## config.mk

```make
export PLATFORM = sky130hd
export DESIGN_NAME = gumnut_alu_mc
export DESIGN_NICKNAME = d
export VERILOG_FILES = /design/src/rtl/gumnut_pkg.sv /design/src/rtl/gumnut_alu_comb.sv /design/src/rtl/gumnut_alu_mc.sv
export SDC_FILE = /design/constraint.sdc
export NUM_CORES = 1
export LEC_CHECK = 0
export CORE_AREA = 3 3 104 86
export CTS_BUF_LIST = sky130_fd_sc_hd__clkbuf_4
export DETAILED_ROUTE_END_ITERATION = 16
export DIE_AREA = 0 0 107 89
export HOLD_SLACK_MARGIN = 0.06
export PLACE_DENSITY = 0.88
export REMOVE_ABC_BUFFERS = 1
export SYNTH_ARGS = -nofsm -noshare
export SYNTH_HDL_FRONTEND = slang
export SYNTH_HIERARCHICAL = 1
export SYNTH_SLANG_ARGS = --single-unit
```

## constraint.sdc

```tcl
create_clock -name clk_i -period 5.8 [get_ports clk_i]
set_input_delay 0.58 -clock clk_i [delete_from_list [all_inputs] [get_ports clk_i]]
set_output_delay 0.58 -clock clk_i [all_outputs]
set_load 0.02 [all_outputs]
```

## src/rtl/gumnut_pkg.sv

```systemverilog
// Shared op codes, FSM state encoding and small decode helpers for the
// multi-cycle gumnut ALU.
package gumnut_pkg;

  localparam logic [3:0] OP_ADD  = 4'd0;
  localparam logic [3:0] OP_ADDC = 4'd1;
  localparam logic [3:0] OP_SUB  = 4'd2;
  localparam logic [3:0] OP_SUBC = 4'd3;
  localparam logic [3:0] OP_AND  = 4'd4;
  localparam logic [3:0] OP_OR   = 4'd5;
  localparam logic [3:0] OP_XOR  = 4'd6;
  localparam logic [3:0] OP_MASK = 4'd7;
  localparam logic [3:0] OP_SHL  = 4'd8;
  localparam logic [3:0] OP_SHR  = 4'd9;
  localparam logic [3:0] OP_ROL  = 4'd10;
  localparam logic [3:0] OP_ROR  = 4'd11;
  localparam logic [3:0] OP_MUL  = 4'd12;

  typedef enum logic [1:0] {
    ST_IDLE,
    ST_SHIFT,
    ST_MUL,
    ST_DONE
  } state_e;

  function automatic logic is_shift(input logic [3:0] op);
    return (op >= OP_SHL) && (op <= OP_ROR);
  endfunction

  function automatic logic is_single(input logic [3:0] op);
    return op <= OP_MASK;
  endfunction

endpackage

```

## src/rtl/gumnut_alu_comb.sv

```systemverilog
// Single-cycle arithmetic/logic ops (codes 0-7); purely combinational.
module gumnut_alu_comb
  import gumnut_pkg::*;
#(
  parameter int WIDTH = 8
) (
  input  logic [3:0]       op,
  input  logic [WIDTH-1:0] a,
  input  logic [WIDTH-1:0] b,
  input  logic             c_in,
  output logic [WIDTH-1:0] res,
  output logic             c_out
);

  logic [WIDTH:0] sum_ext;
  logic [WIDTH:0] dif_ext;
  logic [WIDTH:0] cin_ext;

  // Carry/borrow-in is only honoured for the ADDC/SUBC variants.
  always_comb begin
    cin_ext = {{WIDTH{1'b0}}, c_in & ((op == OP_ADDC) || (op == OP_SUBC))};
    sum_ext = {1'b0, a} + {1'b0, b} + cin_ext;
    dif_ext = {1'b0, a} - {1'b0, b} - cin_ext;
  end

  // Result mux; the top bit of the extended difference is the borrow.
  always_comb begin
    res   = '0;
    c_out = 1'b0;
    case (op)
      OP_ADD, OP_ADDC: begin res = sum_ext[WIDTH-1:0]; c_out = sum_ext[WIDTH]; end
      OP_SUB, OP_SUBC: begin res = dif_ext[WIDTH-1:0]; c_out = dif_ext[WIDTH]; end
      OP_AND:          res = a & b;
      OP_OR:           res = a | b;
      OP_XOR:          res = a ^ b;
      OP_MASK:         res = a & ~b;
      default:         res = '0;
    endcase
  end

endmodule

```

## src/rtl/gumnut_alu_mc.sv

```systemverilog
// Multi-cycle ALU: single-cycle ops via gumnut_alu_comb, bit-serial
// shifter/rotator and shift-add multiplier sequenced by a small FSM.
// Outputs are written only when entering DONE, so partial shift/multiply
// values never reach the ports.
module gumnut_alu_mc
  import gumnut_pkg::*;
#(
  parameter int WIDTH  = 8,
  parameter int MUL_EN = 1,
  localparam int CW    = $clog2(WIDTH)
) (
  input  logic             clk_i,
  input  logic             rst_i,
  input  logic             start_i,
  input  logic [3:0]       op_i,
  input  logic [WIDTH-1:0] a_i,
  input  logic [WIDTH-1:0] b_i,
  input  logic [CW-1:0]    cnt_i,
  input  logic             c_i,
  output logic             ready_o,
  output logic             done_o,
  output logic [WIDTH-1:0] result_o,
  output logic [WIDTH-1:0] result_hi_o,
  output logic             z_o,
  output logic             c_o,
  output logic             err_o
);

  state_e           state;
  logic [3:0]       op_q;
  logic [WIDTH-1:0] sr;
  logic [CW-1:0]    rem;
  logic [WIDTH-1:0] a_q;
  logic [WIDTH-1:0] prod_hi;
  logic [WIDTH-1:0] prod_lo;
  logic [CW:0]      mul_cnt;

  logic [WIDTH-1:0] comb_res;
  logic             comb_c;
  logic [WIDTH-1:0] sh_next;
  logic             sh_out;
  logic [WIDTH:0]   mul_sum;
  logic [WIDTH-1:0] mul_hi_next;
  logic [WIDTH-1:0] mul_lo_next;
  logic             mul_ok;

  assign mul_ok  = (MUL_EN != 0);
  assign ready_o = (state == ST_IDLE);

  gumnut_alu_comb #(.WIDTH(WIDTH)) u_comb (
    .op    (op_i),
    .a     (a_i),
    .b     (b_i),
    .c_in  (c_i),
    .res   (comb_res),
    .c_out (comb_c)
  );

  // One-bit shift/rotate step; sh_out is the bit leaving the register.
  always_comb begin
    sh_next = sr;
    sh_out  = 1'b0;
    case (op_q)
      OP_SHL: begin sh_next = {sr[WIDTH-2:0], 1'b0};      sh_out = sr[WIDTH-1]; end
      OP_SHR: begin sh_next = {1'b0, sr[WIDTH-1:1]};      sh_out = sr[0];       end
      OP_ROL: begin sh_next = {sr[WIDTH-2:0], sr[WIDTH-1]}; sh_out = sr[WIDTH-1]; end
      OP_ROR: begin sh_next = {sr[0], sr[WIDTH-1:1]};     sh_out = sr[0];       end
      default: begin sh_next = sr; sh_out = 1'b0; end
    endcase
  end

  // One shift-add step: conditionally add a to the high half, then shift
  // the whole {hi,lo} product right; b drains out of lo as the product fills in.
  always_comb begin
    mul_sum     = {1'b0, prod_hi} + (prod_lo[0] ? {1'b0, a_q} : '0);
    mul_hi_next = mul_sum[WIDTH:1];
    mul_lo_next = {mul_sum[0], prod_lo[WIDTH-1:1]};
  end

  // Sequencer with registered outputs.
  always_ff @(posedge clk_i or posedge rst_i) begin
    if (rst_i) begin
      state       <= ST_IDLE;
      op_q        <= '0;
      sr          <= '0;
      rem         <= '0;
      a_q         <= '0;
      prod_hi     <= '0;
      prod_lo     <= '0;
      mul_cnt     <= '0;
      done_o      <= 1'b0;
      err_o       <= 1'b0;
      result_o    <= '0;
      result_hi_o <= '0;
      z_o         <= 1'b0;
      c_o         <= 1'b0;
    end else begin
      case (state)
        ST_IDLE: begin
          if (start_i) begin
            op_q <= op_i;
            if (is_shift(op_i) && (cnt_i != '0)) begin
              sr    <= a_i;
              rem   <= cnt_i;
              state <= ST_SHIFT;
            end else if ((op_i == OP_MUL) && mul_ok) begin
              a_q     <= a_i;
              prod_hi <= '0;
              prod_lo <= b_i;
              mul_cnt <= (CW+1)'(WIDTH);
              state   <= ST_MUL;
            end else begin
              state       <= ST_DONE;
              done_o      <= 1'b1;
              result_hi_o <= '0;
              if (is_single(op_i)) begin
                result_o <= comb_res;
                c_o      <= comb_c;
                z_o      <= (comb_res == '0);
                err_o    <= 1'b0;
              end else if (is_shift(op_i)) begin
                result_o <= a_i;
                c_o      <= 1'b0;
                z_o      <= (a_i == '0);
                err_o    <= 1'b0;
              end else begin
                result_o <= '0;
                c_o      <= 1'b0;
                z_o      <= 1'b1;
                err_o    <= 1'b1;
              end
            end
          end
        end
        ST_SHIFT: begin
          sr  <= sh_next;
          rem <= rem - CW'(1);
          if (rem == CW'(1)) begin
            state       <= ST_DONE;
            done_o      <= 1'b1;
            err_o       <= 1'b0;
            result_o    <= sh_next;
            result_hi_o <= '0;
            c_o         <= sh_out;
            z_o         <= (sh_next == '0);
          end
        end
        ST_MUL: begin
          prod_hi <= mul_hi_next;
          prod_lo <= mul_lo_next;
          mul_cnt <= mul_cnt - (CW+1)'(1);
          if (mul_cnt == (CW+1)'(1)) begin
            state       <= ST_DONE;
            done_o      <= 1'b1;
            err_o       <= 1'b0;
            result_o    <= mul_lo_next;
            result_hi_o <= mul_hi_next;
            c_o         <= (mul_hi_next != '0);
            z_o         <= (mul_hi_next == '0) && (mul_lo_next == '0);
          end
        end
        ST_DONE: begin
          done_o <= 1'b0;
          err_o  <= 1'b0;
          state  <= ST_IDLE;
        end
        default: state <= ST_IDLE;
      endcase
    end
  end

endmodule

```

==> results_dict.tcl, run 1 <==
# place-and-route summary
set metrics [dict create \
    final_layout_size_suffix_gt1_frac 0.0866 \
    reg2reg_slack_ns 2.74 \
    synthDistinctLibCells 65 \
    fp_util 0.654 \
    worst_hold_path.endpoint "result_hi_o[2]" \
    syn-mean-instance-area_um2 8.57 \
    path_cells "clkdlybuf4s50_1, nor2_1, nand3_1, inv_1, fa_1, inv_1, ha_1, o21ai_1, a21boi_2, nand2b_1, a21oi_1, xor2_1, a221oi_2, or4_1, nor4_1, o21ai_0, a21oi_1, nor3_1, a221oi_2" \
    path_delay_family "simple AND/OR/NAND/NOR gates" \
    pg_seq_mw 0.800 \
    syn_area_um2 5190 \
    rsz0062_at_grt "no" \
    power.share.combinational 0.569 \
    antennaDiodeCount 0 \
    die_h_um 89 \
    post_drt_wl_per_cell_um 19.0 \
    maxCapViolations 0 \
    r2r_start "state[1]" \
    power_frac_clock 0.118 \
    ys_sh_xor 0.0303 \
    num-multi-input-gates 468 \
    comb_area_um2 3260 \
    ys_warn_count 6 \
    clkCellAreaFrac 0.0229 \
    topCombFamilyByArea "AND-OR/OR-AND gates" \
    dr.first_iter.drc_count 462 \
    top_area_frac 0.313 \
    most-common-layout-cells "86 x nand2_1, 65 x dfrtp_1, 54 x o21ai_0" \
    cts_tree "built" \
    grt.total_usage 0.308 \
    slew_headroom 0.409 \
    drtAntennaViolNets 0 \
    power_leader "combinational cells" \
    io_buffer_count 47 \
    seq_cells 65 \
    routabilityCongestion 1.05 \
    top_cells_by_count "86 x nand2_1, 65 x dfrtp_1, 54 x o21ai_0" \
    core_area_um2 7950 \
    drt-pass1-iter-count 5 \
    viasPerCell 6.43 \
    cp.depth 19 \
    combAreaFraction 0.558 \
    power.switching_mw 1.22 \
    intPower_mw 1.34 \
    combinationalPower_mw 1.46 \
    compound_area_frac 0.244 \
    tns_ns 0 \
    clock-root-buffer "clkbuf_4" \
    crit_type "primary input to flip-flop" \
    tapcell.inserted 108 \
    crit_required_ns 6.13 \
    synthCells 606 \
    buffers 54 \
    hold_depth 2 \
    rows 29 \
    nClkBuffers 10 \
    drc 0 \
    vias 4853 \
    power_clock_mw 0.303 \
    ys_cells 606 \
    fp.dieW_um 107 \
    ys_seq_frac 0.313 \
    holdBufCountCts 0 \
    seq-cell-share 0.278 \
    regArea_um2 1630 \
    final_common_cell "nand2_1" \
    grt_pass1_wl_um 22800 \
    worstHoldStart "result_hi_o[2]" \
    synth.most_common_cell "nand2_1" \
    cts_setup_buffers 0 \
    power_mw 2.56 \
    cts_sinks 65 \
    numSynthFlops 65 \
    warnings 46 \
    hpwlAfterDp_um 10600 \
    critPathMaxFanout 14 \
    cp-endpoint "z_o" \
    vdd_ir_drop_max_mv 0.268 \
    synthToLayoutAreaGrowth_pct 12.5 \
    p_leak_nw 2.59 \
    critPathLaunchType "primary input" \
    crit_buf_inv 3 \
    area_leaders "dfrtp_1 31%, ha_1 11%, nand2_1 6.2%" \
    crit_arrival_ns 4.60 \
    power.density_nw_per_um2 439 \
    setup_violations 0 \
    yosys.area.top_type "dfrtp_1" \
    grt_pass1_vias 4534 \
    simple_gate_share 0.170 \
    clk_pin_slew_ns 0.11 \
    endpoint_kind "flip-flop" \
    flop_cell "dfrtp_1" \
    reg2reg_depth 7 \
    grt_start_max_net_pins 66 \
    max_freq_ghz 0.234 \
    yosys.area_share.adder 0.130 \
    synthArstFlopShare 1.00 \
    skew_ns 0.0173 \
    chipArea_um2 9520 \
    finalCriticalPeriod_ns 4.27 \
    cts_resized 0 \
    layout.nonclk_buf_frac 0.0895 \
    finalCritPeriodShare 0.737 \
    cts_max_level 3 \
    ys_sh_mux 0.0530 \
    holdCritPathClass "flip-flop to flip-flop" \
    antenna_found_initial 0 \
    clockBufferDepth 2 \
    crit_start "op_i[3]" \
    r2r-end "sr[4]" \
    grt.overflow.total 0 \
    wl_um 14300 \
    synth-edff-count 0 \
    seqPwrFrac 0.312 \
    switching_share 0.476 \
    finalHoldViolCount 0 \
    status "finished clean" \
    worst_slew_pin_slew_ns 0.886 \
    critical_path.slowest_cell "clkdlybuf4s50_1" \
    cpPeakStageDelay_ns 0.77 \
    inv_count 44 \
    final_nets 720 \
    io_pins 48 \
    drv_slew 0 \
    nFillCells 604 \
    ys_chip_area_um2 5190 \
    largest_class "logic gates" \
]
[run 1: stage by stage]
step / utilization / setup WS [ns] / hold WS, ns / instances / instance area [um2]
after CTS: 0.735 / 1.59 / 0.491 / 755 / 5840
after detailed placement: 0.719 / 1.17 / 0.468 / 739 / 5710
final: 0.735 / 1.53 / 0.487 / 755 / 5840
after global placement: 0.719 / 1.33 / 0.454 / 739 / 5710
after floorplan: - / 2.33 / 0.442 / 577 / 5050
after global routing: 0.735 / 1.19 / 0.502 / 755 / 5840
[run 1: metal layers]
| metal | GRT usage | up-vias | share of wire |
|---|---|---|---|
| met2 | 0.473 | 246 | 0.45 |
| met1 | 0.444 | 2337 | 0.44 |
| met5 | 0.0408 | - | 0.0038 |
| met4 | 0.0743 | 2 | 0.011 |
| met3 | 0.0686 | 19 | 0.092 |
| li1 | - | 2249 | - |
Fig. 1: run 1, signal wires by layer
Two of the layers only.
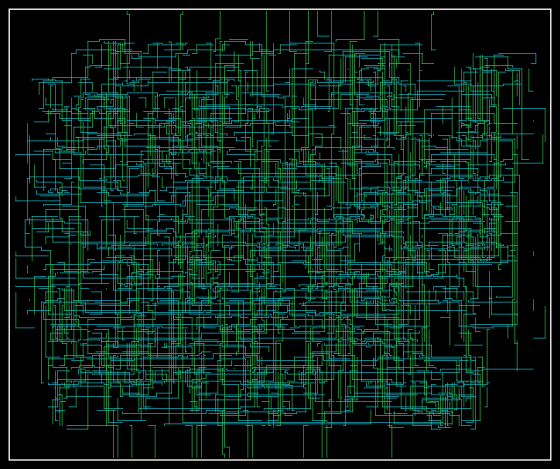
Key: green = met2 [wire length 6480 um]; cyan = met1 [wire length 6320 um]

Fig. 2: run 1, placement by cell class
Fill, decap, tap and diode cells in gray.
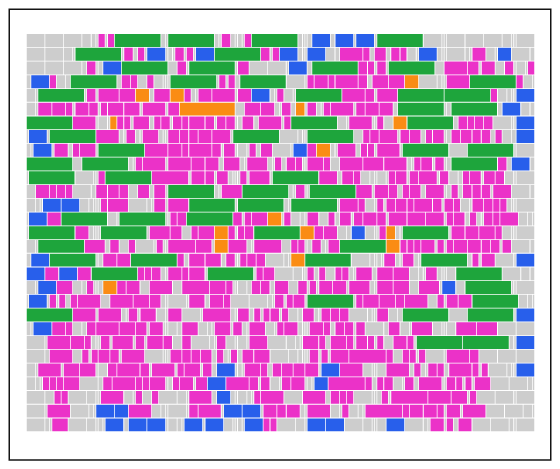
Key: green = flip-flops [cells 65]; magenta = all other logic [cells 512]; blue = other buffers and delay cells [cells 54]; orange = clock drivers and dummy loads [cells 16]

Fig. 3: run 1, pin placement
Pins as bars across the die edge, other pins in gray.
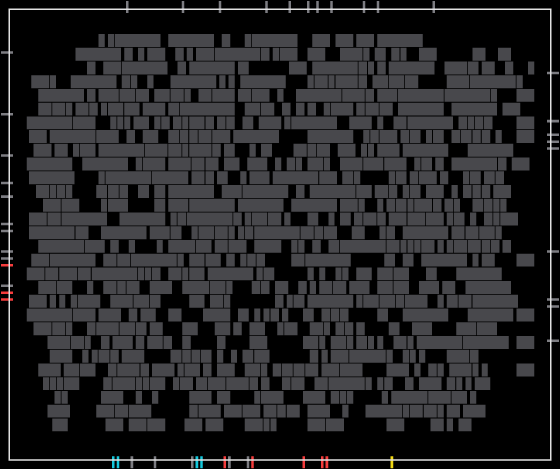
Key: cyan = op_i [pins 4, direction input, edge south]; yellow = c_i [pins 1, direction input, edge south]; red = b_i [pins 8, direction input, edge 5 south, 3 west]
All pins by edge: 15 south, 13 west, 11 north, 9 east.

Fig. 4: run 1, clock wiring as the flow saved it
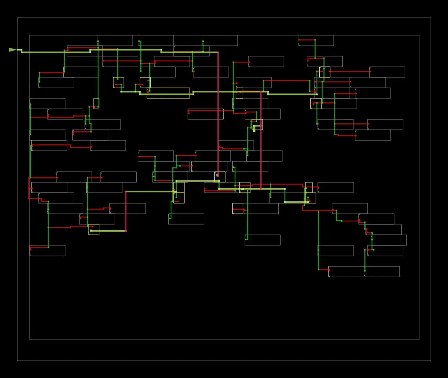
CTS Buf Count: 9
worst skew pair latency: 0.42 ns

==> run 2, diff against run 1 <==
- CORE_AREA: 3 3 104 86 -> 3 3 109 90
- DIE_AREA: 0 0 107 89 -> 0 0 112 93
- PLACE_DENSITY: 0.88 -> 0.81
- clock period: 5.8 -> 4.2 ns (I/O delays scaled with it)
==> results_dict.tcl, run 2 <==
# place-and-route summary
set metrics [dict create \
    status "finished clean" \
    crit_arrival_ns 4.13 \
    power_leader "combinational cells" \
    synthArstFlopShare 1.00 \
    top_area_frac 0.313 \
    reg2reg_slack_ns 1.14 \
    most-common-layout-cells "86 x nand2_1, 65 x dfrtp_1, 54 x o21ai_0" \
    seq_cells 65 \
    power_frac_clock 0.146 \
    regArea_um2 1630 \
    warnings 46 \
    ys_cells 606 \
    cts_resized 0 \
    power_mw 3.69 \
    path_cells "clkdlybuf4s50_1, nor2_1, nand3_1, fa_1, fa_1, o21ai_0, nand2b_1, xor2_1, mux2i_1, a21oi_1, or4_1, nor4_1, o21ai_0, a21oi_1, nor3_1, a221oi_2" \
    intPower_mw 1.99 \
    dp_slack_ns 0.0586 \
    endpoint_kind "flip-flop" \
    setup_violations 0 \
    yosys.area_share.adder 0.130 \
    crit_required_ns 4.54 \
    power.density_nw_per_um2 616 \
    final_common_cell "nand2_1" \
    final-instance-count-excl-fill 774 \
    drv_slew 0 \
    ys_warn_count 6 \
    nClkBuffers 9 \
    holdBufCountCts 0 \
    hold-worst-slack_ns 0.487 \
    pg_seq_mw 1.11 \
    critical_path.slowest_cell "or4_1" \
    clk_pin_slew_ns 0.12 \
    cts_setup_buffers 0 \
    rsz0062_at_grt "no" \
    die_h_um 93 \
    comb_area_um2 3260 \
    wl_um 14500 \
    vdd_ir_drop_max_mv 0.418 \
    flop_cell "dfrtp_1" \
    seqPwrFrac 0.299 \
    drt-pass1-iter-count 8 \
    simple_gate_share 0.170 \
    grt_pass1_wl_um 23100 \
    vias 4912 \
    io_pins 48 \
    chipArea_um2 10400 \
    slew_headroom 0.334 \
    finalCriticalPeriod_ns 3.79 \
    finalWorstSetupSlack_ns 0.414 \
    post_drt_wl_per_cell_um 18.8 \
    buffers 66 \
    area_leaders "dfrtp_1 31%, ha_1 11%, nand2_1 6.2%" \
    num-multi-input-gates 468 \
    seq-cell-share 0.271 \
    clockBufferDepth 2 \
    syn-mean-instance-area_um2 8.57 \
    stdcell_area_um2 6000 \
    crit_type "primary input to flip-flop" \
    power_clock_mw 0.541 \
    skew_ns 0.0110 \
    cts_max_level 3 \
    crit_buf_inv 1 \
    cts_made_buffers 9 \
    rows 31 \
    critPathMaxFanout 2 \
    nFillCells 721 \
    synthToLayoutAreaGrowth_pct 15.4 \
    layout.nonclk_buf_frac 0.102 \
    max_freq_ghz 0.264 \
    ys_chip_area_um2 5190 \
    final_nets 732 \
    grt.overflow.total 0 \
    power.switching_mw 1.70 \
    antenna_found_initial 0 \
    grt_pass1_vias 4749 \
    combinationalPower_mw 2.05 \
    numSynthFlops 65 \
    grt_start_max_net_pins 49 \
    top_cells_by_count "86 x nand2_1, 65 x dfrtp_1, 54 x o21ai_0" \
    ys_sh_mux 0.0530 \
    ys_seq_frac 0.313 \
    drtAntennaViolNets 0 \
    cpPeakStageDelay_ns 0.55 \
    inv_count 44 \
    insertion_delay_ns 0.43 \
    fp_util 0.585 \
    tapcell.inserted 115 \
    fin_util 0.675 \
    cts_tree "built" \
    yosys.area.top_type "dfrtp_1" \
    viasPerCell 6.35 \
    clock-root-buffer "clkbuf_4" \
    hpwlAfterDp_um 10800 \
    path_delay_family "simple AND/OR/NAND/NOR gates" \
    routabilityCongestion 0.964 \
    synthCells 606 \
    drc 0 \
    io_buffer_count 47 \
    place_inst 758 \
    final_layout_size_suffix_gt1_frac 0.105 \
    clkCellAreaFrac 0.0311 \
    grt.total_usage 0.278 \
]
[run 2: cell counts after synthesis]
No cell type changed its count.
[run 2: per-layer routing]
layer  vias up  wire length, um  part of all wire  global-route usage
met5         -                0                 0                   0
met4         0              409             0.028              0.0941
met3        46             1650              0.11              0.0893
met2       289             6470              0.44               0.441
met1      2305             6020              0.41               0.361
li1       2272                -                 -                   -
[run 2: path summary, 6_finish.rpt]
path / from / cells after the start / endpoint
setup / recovery: op_i[2] / 16 / z_o
hold / removal: result_o[0] / 1 / result_o[0]
setup reg to reg: prod_lo[0] / 8 / z_o
hold reg to reg: result_o[0] / 1 / result_o[0]
max in group asynchronous: rst_i / 3 / a_q[3]
min in group asynchronous: rst_i / 2 / op_q[3]
Fig. 5: run 2, signal wires by layer
Two of the layers only.
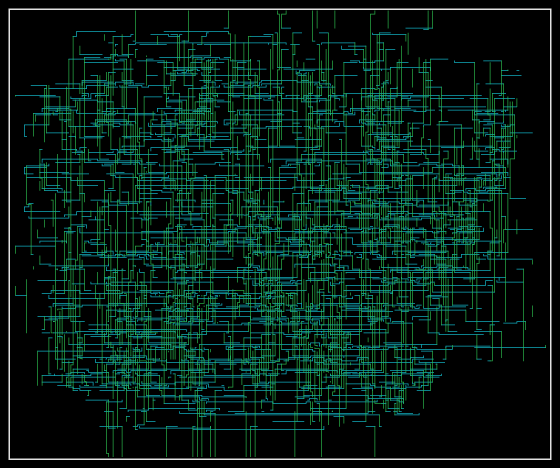
Key: cyan = met1 [wire length 6020 um]; green = met2 [wire length 6470 um]

Fig. 6: run 2, placement by cell class
Fill, decap, tap and diode cells in gray.
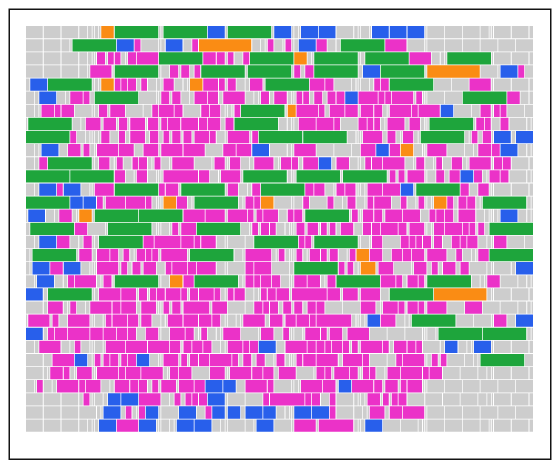
Key: magenta = all other logic [cells 512]; orange = clock drivers and dummy loads [cells 16]; green = flip-flops [cells 65]; blue = other buffers and delay cells [cells 66]

Fig. 7: run 2, gate-type map
Scale bar: 20 um.
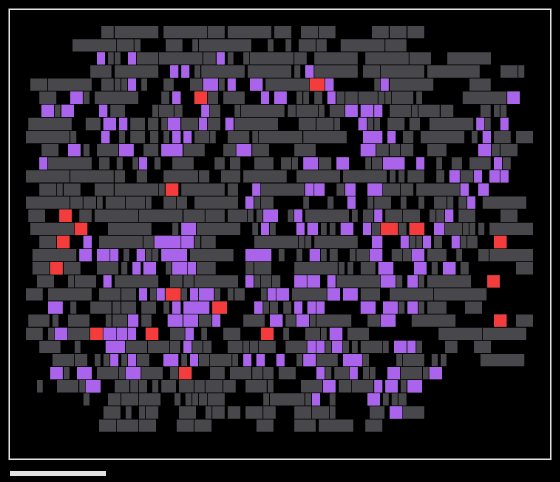
Key: purple = inverting AOI/OAI gates [cells 169]; red = AND-OR and OR-AND gates [cells 18]

==> run 3, diff against run 2 <==
- CELL_PAD_IN_SITES_DETAIL_PLACEMENT: unset -> 0
- CELL_PAD_IN_SITES_GLOBAL_PLACEMENT: unset -> 2
- CORE_AREA: 3 3 109 90 -> 3 3 137 112
- DIE_AREA: 0 0 112 93 -> 0 0 140 115
- PLACE_DENSITY: 0.81 -> 0.82
==> results_dict.tcl, run 3 <==
# place-and-route summary
set metrics [dict create \
    ys_sh_mux 0.0530 \
    use_met1 0.303 \
    seqPwrFrac 0.298 \
    status "finished clean" \
    ys_cells 606 \
    clk_pin_slew_ns 0.11 \
    critPathMaxFanout 3 \
    yosys.area.top_type "dfrtp_1" \
    dp_slack_ns 0.0493 \
    drtAntennaViolNets 0 \
    grt.total_usage 0.193 \
    final_layout_size_suffix_gt1_frac 0.109 \
    flop_cell "dfrtp_1" \
    clockBufferDepth 2 \
    drv_slew 0 \
    top_cells_by_count "86 x nand2_1, 65 x dfrtp_1, 54 x o21ai_0" \
    grt-busiest-layer "met1" \
    reg2reg_slack_ns 1.21 \
    chipArea_um2 16100 \
    gr-usage-met3 0.0312 \
    io_buffer_count 47 \
    reg2reg_depth 8 \
    r2r-end "z_o" \
    final-instance-count-excl-fill 848 \
    power_frac_clock 0.149 \
    skew_ns 0.00838 \
    met2_length_um 6520 \
    endpoint_kind "flip-flop" \
    cts_max_level 3 \
    stdcell_area_um2 6110 \
    cp.depth 19 \
    die_h_um 115 \
    rsz0062_at_grt "no" \
    syn-mean-instance-area_um2 8.57 \
    most-common-layout-cells "86 x nand2_1, 65 x dfrtp_1, 54 x o21ai_0" \
    power.switching_mw 1.69 \
    cts_sinks 65 \
    tns_ns 0 \
    synthCells 606 \
    synth.most_common_cell "nand2_1" \
    viasPerCell 5.56 \
    vdd_ir_drop_max_mv 0.303 \
    ys_chip_area_um2 5190 \
    rows 39 \
    grt.overflow.total 0 \
    clock-root-buffer "clkbuf_4" \
    finalHoldViolCount 0 \
    finalCriticalPeriod_ns 3.78 \
    cts_made_buffers 9 \
    warnings 46 \
    insertion_delay_ns 0.42 \
    cts_tree "built" \
    vias 4711 \
    cp-endpoint "z_o" \
    setup_violations 0 \
    ys_seq_frac 0.313 \
    crit_type "primary input to flip-flop" \
    grt_start_max_net_pins 45 \
    drc 0 \
    post_drt_wl_per_cell_um 18.3 \
    ys_warn_count 6 \
    hold-worst-slack_ns 0.488 \
    path_delay_family "AND-OR/OR-AND gates" \
    dr_wl_met3_um 945 \
    top_layer_used "met4" \
    crit_buf_inv 3 \
    antenna_found_initial 1 \
    numSynthFlops 65 \
    r2r_start "prod_lo[0]" \
    crit_start "op_i[3]" \
    yosys.area_share.adder 0.130 \
    use_met2 0.281 \
    place_inst 831 \
    simple_gate_share 0.170 \
    fin_util 0.432 \
    power_mw 3.69 \
    fp_util 0.367 \
    crit_required_ns 4.54 \
    switching_share 0.459 \
    worstHoldStart "result_hi_o[5]" \
    final_nets 736 \
    slew_headroom 0.350 \
    final_common_cell "nand2_1" \
    holdBufCountCts 0 \
    holdCritPathClass "flip-flop to flip-flop" \
    cts_setup_buffers 0 \
    drt-pass1-iter-count 7 \
    hpwlAfterDp_um 11700 \
    routabilityCongestion 0.908 \
    finalWorstSetupSlack_ns 0.418 \
    synthToLayoutAreaGrowth_pct 17.6 \
    cts_resized 0 \
    intPower_mw 2.00 \
    grt_pass1_wl_um 24600 \
    critical_path.slowest_cell "fa_1" \
    m1WireLength_um 7920 \
    max_freq_ghz 0.264 \
    wl_um 15500 \
    ys_sh_xor 0.0303 \
    io_pins 48 \
    top_area_frac 0.313 \
    power.density_nw_per_um2 603 \
    core_area_um2 14200 \
    crit_arrival_ns 4.12 \
    synthArstFlopShare 1.00 \
    hold_depth 2 \
    area_leaders "dfrtp_1 31%, ha_1 11%, nand2_1 6.2%" \
    grt_pass1_vias 4458 \
    path_cells "clkdlybuf4s50_1, nor2_1, nand3_1, inv_1, fa_1, inv_1, ha_1, o21ai_1, a21boi_2, nand2b_1, a21oi_1, xor2_1, a221oi_2, or4_1, nor4_1, o21ai_0, a21oi_1, nor3_1, a221oi_2" \
    cpPeakStageDelay_ns 0.53 \
    worst_hold_path.endpoint "result_hi_o[5]" \
]
[run 3: cell counts after synthesis]
Identical to the previous run, type by type.
[run 3: power groups by stage]
stage	clock [mW]	combinational [mW]	sequential, mW
final	0.548	2.04	1.10
after global routing	0.590	2.24	1.14
after CTS	0.561	2.03	1.10
after detailed placement	0	2.02	1.11
after global placement	0	2.00	1.10
after floorplan	0	1.29	1.12
[run 3: final cells by class]
cell class | count | area [um2]
fillers | 1427 | 8040
repair buffers | 70 | 643
flip-flops and latches | 65 | 1630
clock buffers | 10 | 75.1
diodes | 1 | 2.50
inverters | 44 | 165
clock inverters | 6 | 106
well taps | 184 | 230
multi-input cells | 468 | 3260
[run 3: kinds of logic after synthesis]
family / Yosys count
flops: 65
simple gates: 186
mux: 26
buf+inv: 73
xor+xnor: 18
fa+ha+maj: 51
compound gates: 187
Fig. 8: run 3, pin placement
Pins as bars across the die edge, other pins in gray.
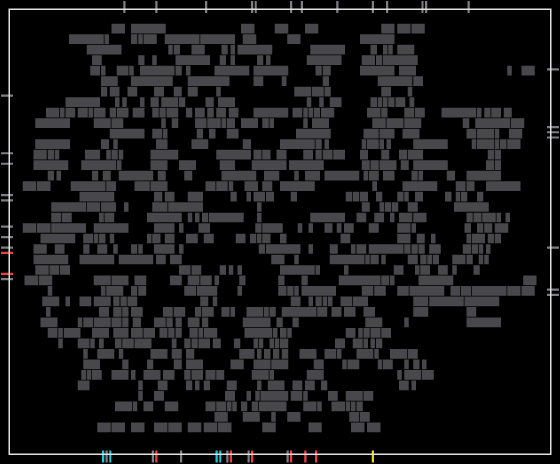
Key: cyan = op_i [pins 4, direction input, edge south]; red = b_i [pins 8, direction input, edge 6 south, 2 west]; yellow = c_i [pins 1, direction input, edge south]

Fig. 9: run 3, placement by cell class
Fill, decap, tap and diode cells in gray.
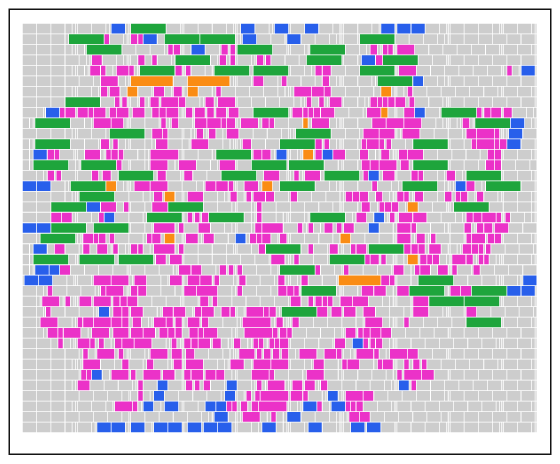
Key: blue = other buffers and delay cells [cells 70]; orange = clock drivers and dummy loads [cells 16]; green = flip-flops [cells 65]; magenta = all other logic [cells 512]

Fig. 10: run 3, signal wires by layer
Two of the layers only.
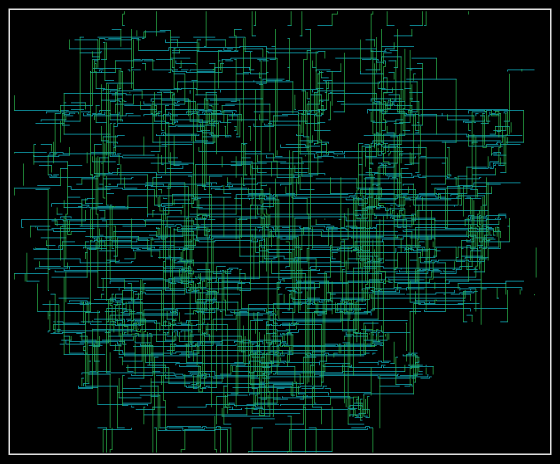
Key: cyan = met1 [wire length 7920 um]; green = met2 [wire length 6520 um]

No activity file was given, so power comes from the tool's default toggle rates.
